File: src/rtl/alu_pkg.sv
// Shared ALU definitions: sequencer state encoding, slice width and saturation patterns.
// SLICE_ADD_SAT_EN selects clamping on signed overflow in slice_add_sequencer.
package alu_pkg;

    localparam int unsigned SLICE_W   = 4;
    localparam int unsigned SAT_MAX_W = 64;

    typedef enum logic {
        IDLE = 1'b0,
        RUN  = 1'b1
    } state_e;

    // Largest positive two's complement value of width w (zero-extended to SAT_MAX_W).
    function automatic logic [SAT_MAX_W-1:0] sat_pos(input int unsigned w);
        return (SAT_MAX_W'(1) << (w - 1)) - SAT_MAX_W'(1);
    endfunction

    // Most negative two's complement value of width w (zero-extended to SAT_MAX_W).
    function automatic logic [SAT_MAX_W-1:0] sat_neg(input int unsigned w);
        return SAT_MAX_W'(1) << (w - 1);
    endfunction

endpackage

File: src/rtl/sum_generator.sv
// 4-bit carry-lookahead sum slice; also exposes the carry into its MSB for overflow detection.
module sum_generator
    import alu_pkg::*;
(
    input  logic [SLICE_W-1:0] a_i,
    input  logic [SLICE_W-1:0] b_i,
    input  logic               cin_i,
    output logic [SLICE_W-1:0] sum_c_o,
    output logic               cout_c_o,
    output logic               cout_prev_c_o
);

    logic [SLICE_W-1:0] g;
    logic [SLICE_W-1:0] p;
    logic [SLICE_W:0]   c;

    assign g = a_i & b_i;
    assign p = a_i ^ b_i;

    // Flat lookahead equations, no ripple between bit positions.
    assign c[0] = cin_i;
    assign c[1] = g[0] | (p[0] & cin_i);
    assign c[2] = g[1] | (p[1] & g[0]) | (p[1] & p[0] & cin_i);
    assign c[3] = g[2] | (p[2] & g[1]) | (p[2] & p[1] & g[0])
                | (p[2] & p[1] & p[0] & cin_i);
    assign c[4] = g[3] | (p[3] & g[2]) | (p[3] & p[2] & g[1])
                | (p[3] & p[2] & p[1] & g[0]) | (p[3] & p[2] & p[1] & p[0] & cin_i);

    assign sum_c_o       = p ^ c[SLICE_W-1:0];
    assign cout_c_o      = c[4];
    assign cout_prev_c_o = c[3];

endmodule

File: src/rtl/slice_add_sequencer.sv
// Multi-cycle WIDTH-bit add/subtract reusing one 4-bit CLA slice over WIDTH/4 cycles.
// Define SLICE_ADD_SAT_EN to clamp the result on signed overflow instead of wrapping.
module slice_add_sequencer
    import alu_pkg::*;
#(
    parameter int unsigned WIDTH = 16
) (
    input  logic             clk,
    input  logic             rst_n,
    input  logic             start,
    input  logic             op_sub,
    input  logic [WIDTH-1:0] a,
    input  logic [WIDTH-1:0] b,
    output logic             busy,
    output logic             done,
    output logic [WIDTH-1:0] result,
    output logic             carry,
    output logic             overflow,
    output logic             zero,
    output logic             negative
);

    localparam int unsigned NSLICE = WIDTH / SLICE_W;
    localparam int unsigned IDX_W  = $clog2(NSLICE);
    localparam int unsigned LSB_W  = IDX_W + 2;

`ifdef SLICE_ADD_SAT_EN
    localparam logic [WIDTH-1:0] SAT_P = WIDTH'(sat_pos(WIDTH));
    localparam logic [WIDTH-1:0] SAT_N = WIDTH'(sat_neg(WIDTH));
`endif

    state_e             state_q,  state_d;
    logic [IDX_W-1:0]   idx_q,    idx_d;
    logic [WIDTH-1:0]   op_a_q,   op_a_d;
    logic [WIDTH-1:0]   op_b_q,   op_b_d;
    logic               cy_q,     cy_d;
    logic [WIDTH-1:0]   result_q, result_d;
    logic               carry_q,  carry_d;
    logic               ovf_q,    ovf_d;
    logic               zero_q,   zero_d;
    logic               neg_q,    neg_d;
    logic               busy_q,   busy_d;
    logic               done_q,   done_d;

    logic [LSB_W-1:0]   slice_lsb;
    logic [SLICE_W-1:0] s_sum;
    logic               s_cout;
    logic               s_cout_prev;

    assign slice_lsb = LSB_W'(idx_q) * LSB_W'(SLICE_W);

    sum_generator u_slice (
        .a_i           (op_a_q[slice_lsb +: SLICE_W]),
        .b_i           (op_b_q[slice_lsb +: SLICE_W]),
        .cin_i         (cy_q),
        .sum_c_o       (s_sum),
        .cout_c_o      (s_cout),
        .cout_prev_c_o (s_cout_prev)
    );

    // State and datapath registers.
    always_ff @(posedge clk or negedge rst_n) begin
        if (!rst_n) begin
            state_q  <= IDLE;
            idx_q    <= '0;
            op_a_q   <= '0;
            op_b_q   <= '0;
            cy_q     <= 1'b0;
            result_q <= '0;
            carry_q  <= 1'b0;
            ovf_q    <= 1'b0;
            zero_q   <= 1'b0;
            neg_q    <= 1'b0;
            busy_q   <= 1'b0;
            done_q   <= 1'b0;
        end else begin
            state_q  <= state_d;
            idx_q    <= idx_d;
            op_a_q   <= op_a_d;
            op_b_q   <= op_b_d;
            cy_q     <= cy_d;
            result_q <= result_d;
            carry_q  <= carry_d;
            ovf_q    <= ovf_d;
            zero_q   <= zero_d;
            neg_q    <= neg_d;
            busy_q   <= busy_d;
            done_q   <= done_d;
        end
    end

    // Next-state: accept in IDLE, one nibble per RUN cycle, flags on the last nibble.
    always_comb begin
        state_d  = state_q;
        idx_d    = idx_q;
        op_a_d   = op_a_q;
        op_b_d   = op_b_q;
        cy_d     = cy_q;
        result_d = result_q;
        carry_d  = carry_q;
        ovf_d    = ovf_q;
        zero_d   = zero_q;
        neg_d    = neg_q;
        busy_d   = busy_q;
        done_d   = 1'b0;

        unique case (state_q)
            IDLE: begin
                if (start) begin
                    state_d  = RUN;
                    op_a_d   = a;
                    op_b_d   = op_sub ? ~b : b;
                    cy_d     = op_sub;
                    idx_d    = '0;
                    busy_d   = 1'b1;
                    result_d = '0;
                    carry_d  = 1'b0;
                    ovf_d    = 1'b0;
                    zero_d   = 1'b0;
                    neg_d    = 1'b0;
                end
            end
            RUN: begin
                result_d[slice_lsb +: SLICE_W] = s_sum;
                cy_d  = s_cout;
                idx_d = idx_q + IDX_W'(1);
                if (idx_q == IDX_W'(NSLICE - 1)) begin
                    state_d = IDLE;
                    idx_d   = '0;
                    busy_d  = 1'b0;
                    done_d  = 1'b1;
                    carry_d = s_cout;
                    ovf_d   = s_cout ^ s_cout_prev;
`ifdef SLICE_ADD_SAT_EN
                    if (ovf_d) begin
                        result_d = op_a_q[WIDTH-1] ? SAT_N : SAT_P;
                    end
`endif
                    zero_d = (result_d == '0);
                    neg_d  = result_d[WIDTH-1];
                end
            end
            default: state_d = IDLE;
        endcase
    end

    assign busy     = busy_q;
    assign done     = done_q;
    assign result   = result_q;
    assign carry    = carry_q;
    assign overflow = ovf_q;
    assign zero     = zero_q;
    assign negative = neg_q;

endmodule

File: config.mk
export PLATFORM = sky130hd
export DESIGN_NAME = slice_add_sequencer
export DESIGN_NICKNAME = d
export VERILOG_FILES = /design/src/rtl/alu_pkg.sv /design/src/rtl/sum_generator.sv /design/src/rtl/slice_add_sequencer.sv
export SDC_FILE = /design/constraint.sdc
export NUM_CORES = 1
export LEC_CHECK = 0
export CAP_MARGIN = 20
export CORE_MARGIN = 5
export CORE_UTILIZATION = 35
export CTS_CLUSTER_SIZE = 28
export DETAILED_ROUTE_END_ITERATION = 10
export SYNTH_ARGS = -nofsm -noshare
export SYNTH_HDL_FRONTEND = slang
export SYNTH_SLANG_ARGS = --single-unit
export TNS_END_PERCENT = 100
File: constraint.sdc
create_clock -name clk -period 4.6 [get_ports clk]
set_clock_uncertainty 0.2 [all_clocks]
set_input_delay 0.46 -clock clk [delete_from_list [all_inputs] [get_ports clk]]
set_output_delay 0.46 -clock clk [all_outputs]
set_load 0.05 [all_outputs]
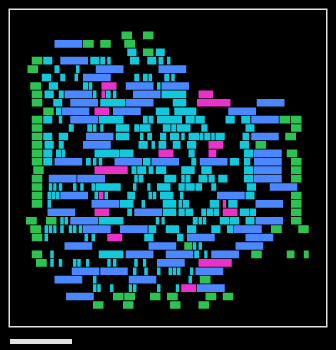
**Above:** cell classes on the final placement.
Scale bar: 20 um.
| color | class | cells |
|---|---|---|
| blue | flops | 58 |
| green | other buffers and delay cells | 59 |
| magenta | clock drivers and dummy loads | 16 |
| cyan | combinational and other logic | 213 |

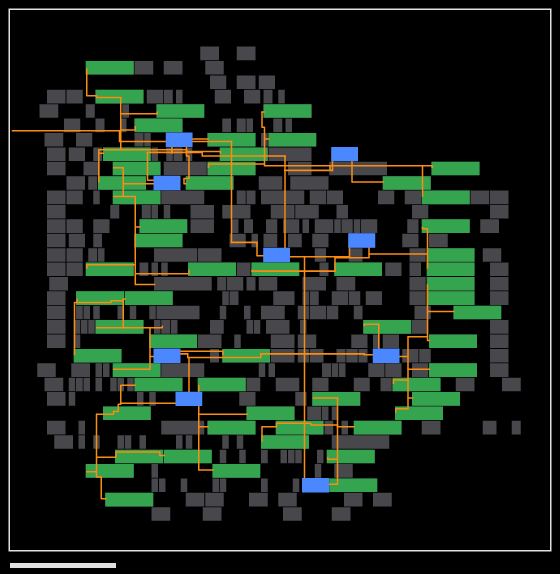
**Above:** routed clock nets over the placement.
Scale bar: 20 um.
[green] flip-flops | count: 58
[orange] clock wires | length: 778 um
[blue] clock drivers | count: 9
routed clock nets: 10
clock network power: 561 uW
Latency at later pin: 340 ps
clock power share: 17.4%

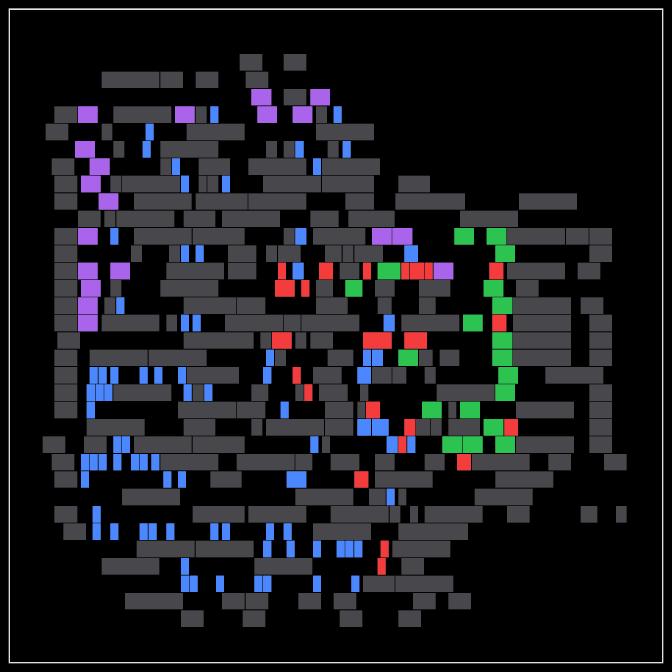
**Above:** logic cells by family.
| color | family | cells | most used |
|---|---|---|---|
| purple | XOR/XNOR gates | 19 | xnor2_1 |
| red | NOR gates | 23 | nor2_1 |
| green | AND-OR and OR-AND gates | 19 | a22o_1 |
| blue | NAND gates | 81 | nand2_1 |
Final Instance Count excl. Fillers: 451
most common logic cell in the routed design: nand2_1
Comb area share: 37.0%

==> metrics.cfg <==
[power_and_ir_drop]
switchingPower_mw=1.43
power_leader=combinational cells
pg_seq_uw=937
comb_power_mw=1.73
ir_drop_mv=0.291

[timing]
hold_slack_ps=64.9
layout_setup_ws_ps=1540
rsz0062_at_grt=false
final_hold_viol_count=0
finalSetupViolations=0
relSlewSlack_pct=37.9
max_freq_mhz=327

[yosys]
mappedNetlistNets=332
synth.comb.largest_family=simple AND/OR/NAND/NOR gates
ys_async_sr_fraction_pct=100
syn-mean-instance-area_sq_um=10.4
syn_area_sq_mm=0.00297
synth_chip_area_sq_mm=0.00297
synth_cell_types=46

[worst_setup_path]
required_ps=4630
worstRegToRegCells=6
end_kind=flip-flop
cp_max_fo=17
reg2reg_to=result[7]
start_kind=flip-flop

[clock_tree]
clock-sinks=58
ctsHtreeMaxLevel=3
cts_max_path_buffers=2
cts_hold_buf=0
postCtsSetupBuffers=0
cts.reportedPaths.clkPinSlew_ps=60
post_cts_resized=0

[cells_and_area]
antenna_cells=0
num-multi-input-gates=207
nNetsFinal=389
area_dominant_class=flip-flops and latches
nonClkBufAreaFrac_pct=15.1
sh_seq_area_pct=37.8
fin_util_pct=46.7
fill_cells=803
signal_buffers=59
logic_area_sq_mm=0.00142
drive_gt1_share_pct=10.7

[die]
rows=33
tap-cell-count=105
pin_count=58
dieArea_sq_mm=0.0104

[placed_design]
dp.cells=435
placed_area_sq_mm=0.00360
dp_hpwl_mm=4.71

[drt]
wl_met2_mm=2.89
num_vias=2212
drc_errors=0
drt-met1-wl_mm=2.97

[global_routing]
antenna_found_initial=0
grt_pass1_vias=2310
use_met1_pct=18.5

[flow_run]
tool_warnings=32

[run_status]
outcome=finished clean

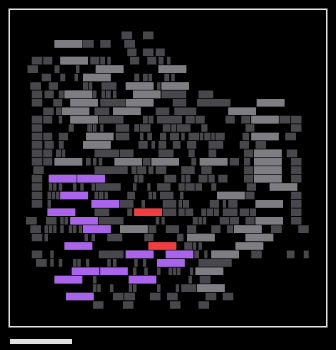
**Above:** sequential cells colored by netlist name.
Scale bar: 20 um. Other sequential cells in the stronger gray, the rest of the logic in the fainter gray.
| color | signal | sequential cells |
|---|---|---|
| purple | op_a_q | 16 |
| red | idx_q | 2 |
not colored: 40

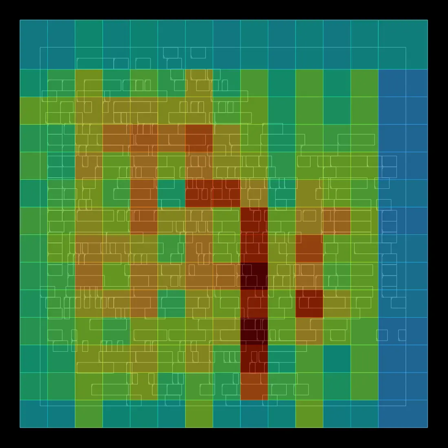
**Above:** routing congestion.
met3 Use GR: 4.30%
Wirelength per Cell: 14.1 um

-- layout by cell type, fill, tap and decap left out, drive strengths merged, types with 2 or more instances in the layout --
master	Yosys	routed
a21oi	6	6
nor3	2	2
o31ai	3	3
nand2	71	71
inv	6	6
dfrtp	58	58
mux4	8	8
xnor2	17	17
nand2b	3	3
nor2b	3	3
clkbuf	1	11
nand3	5	5
o21ai	23	23
xor2	2	2
o22ai	2	2
clkdlybuf4s50	0	56
a211oi	2	2
ha	11	11
buf	12	3
mux2i	2	2
nor2	11	11
bufinv	0	3
a22o	16	16
nor4	6	6
-- flip-flops by register name, indices dropped and copies added (netlist names) --
register	flops
busy	1
carry	1
cy_q	1
done	1
idx_q	2
negative	1
op_a_q	16
op_b_q	16
overflow	1
result	16
state_q	1
zero	1
-- cells in the mapped netlist, types with 2 or more instances --
master / instances / area [sq um]
inv_1: 4 / 15.0
ha_1: 11 / 138
nor4_1: 5 / 31.3
nor2b_1: 2 / 12.5
inv_2: 2 / 7.51
o22ai_1: 2 / 12.5
xnor2_1: 17 / 149
buf_2: 9 / 45.0
o21ai_0: 4 / 20.0
a21oi_1: 4 / 20.0
dfrtp_1: 58 / 1450
o21ai_1: 18 / 90.1
a21oi_2: 2 / 17.5
nor2_1: 10 / 37.5
nand2b_1: 3 / 18.8
mux2i_1: 2 / 20.0
xor2_1: 2 / 17.5
mux4_2: 8 / 180
nand2_1: 71 / 267
o31ai_1: 3 / 22.5
nand3_1: 5 / 25.0
a22o_1: 16 / 140
buf_4: 3 / 22.5
-- worst max-delay path: stages (launching register included) --
cell and delay [ps]:
dfrtp_1 870, mux4_2 650, ha_1 360, a211oi_1 330, o21a_1 260, nor3_2 80, a22o_1 210
Power and IR drop assume default switching activity.
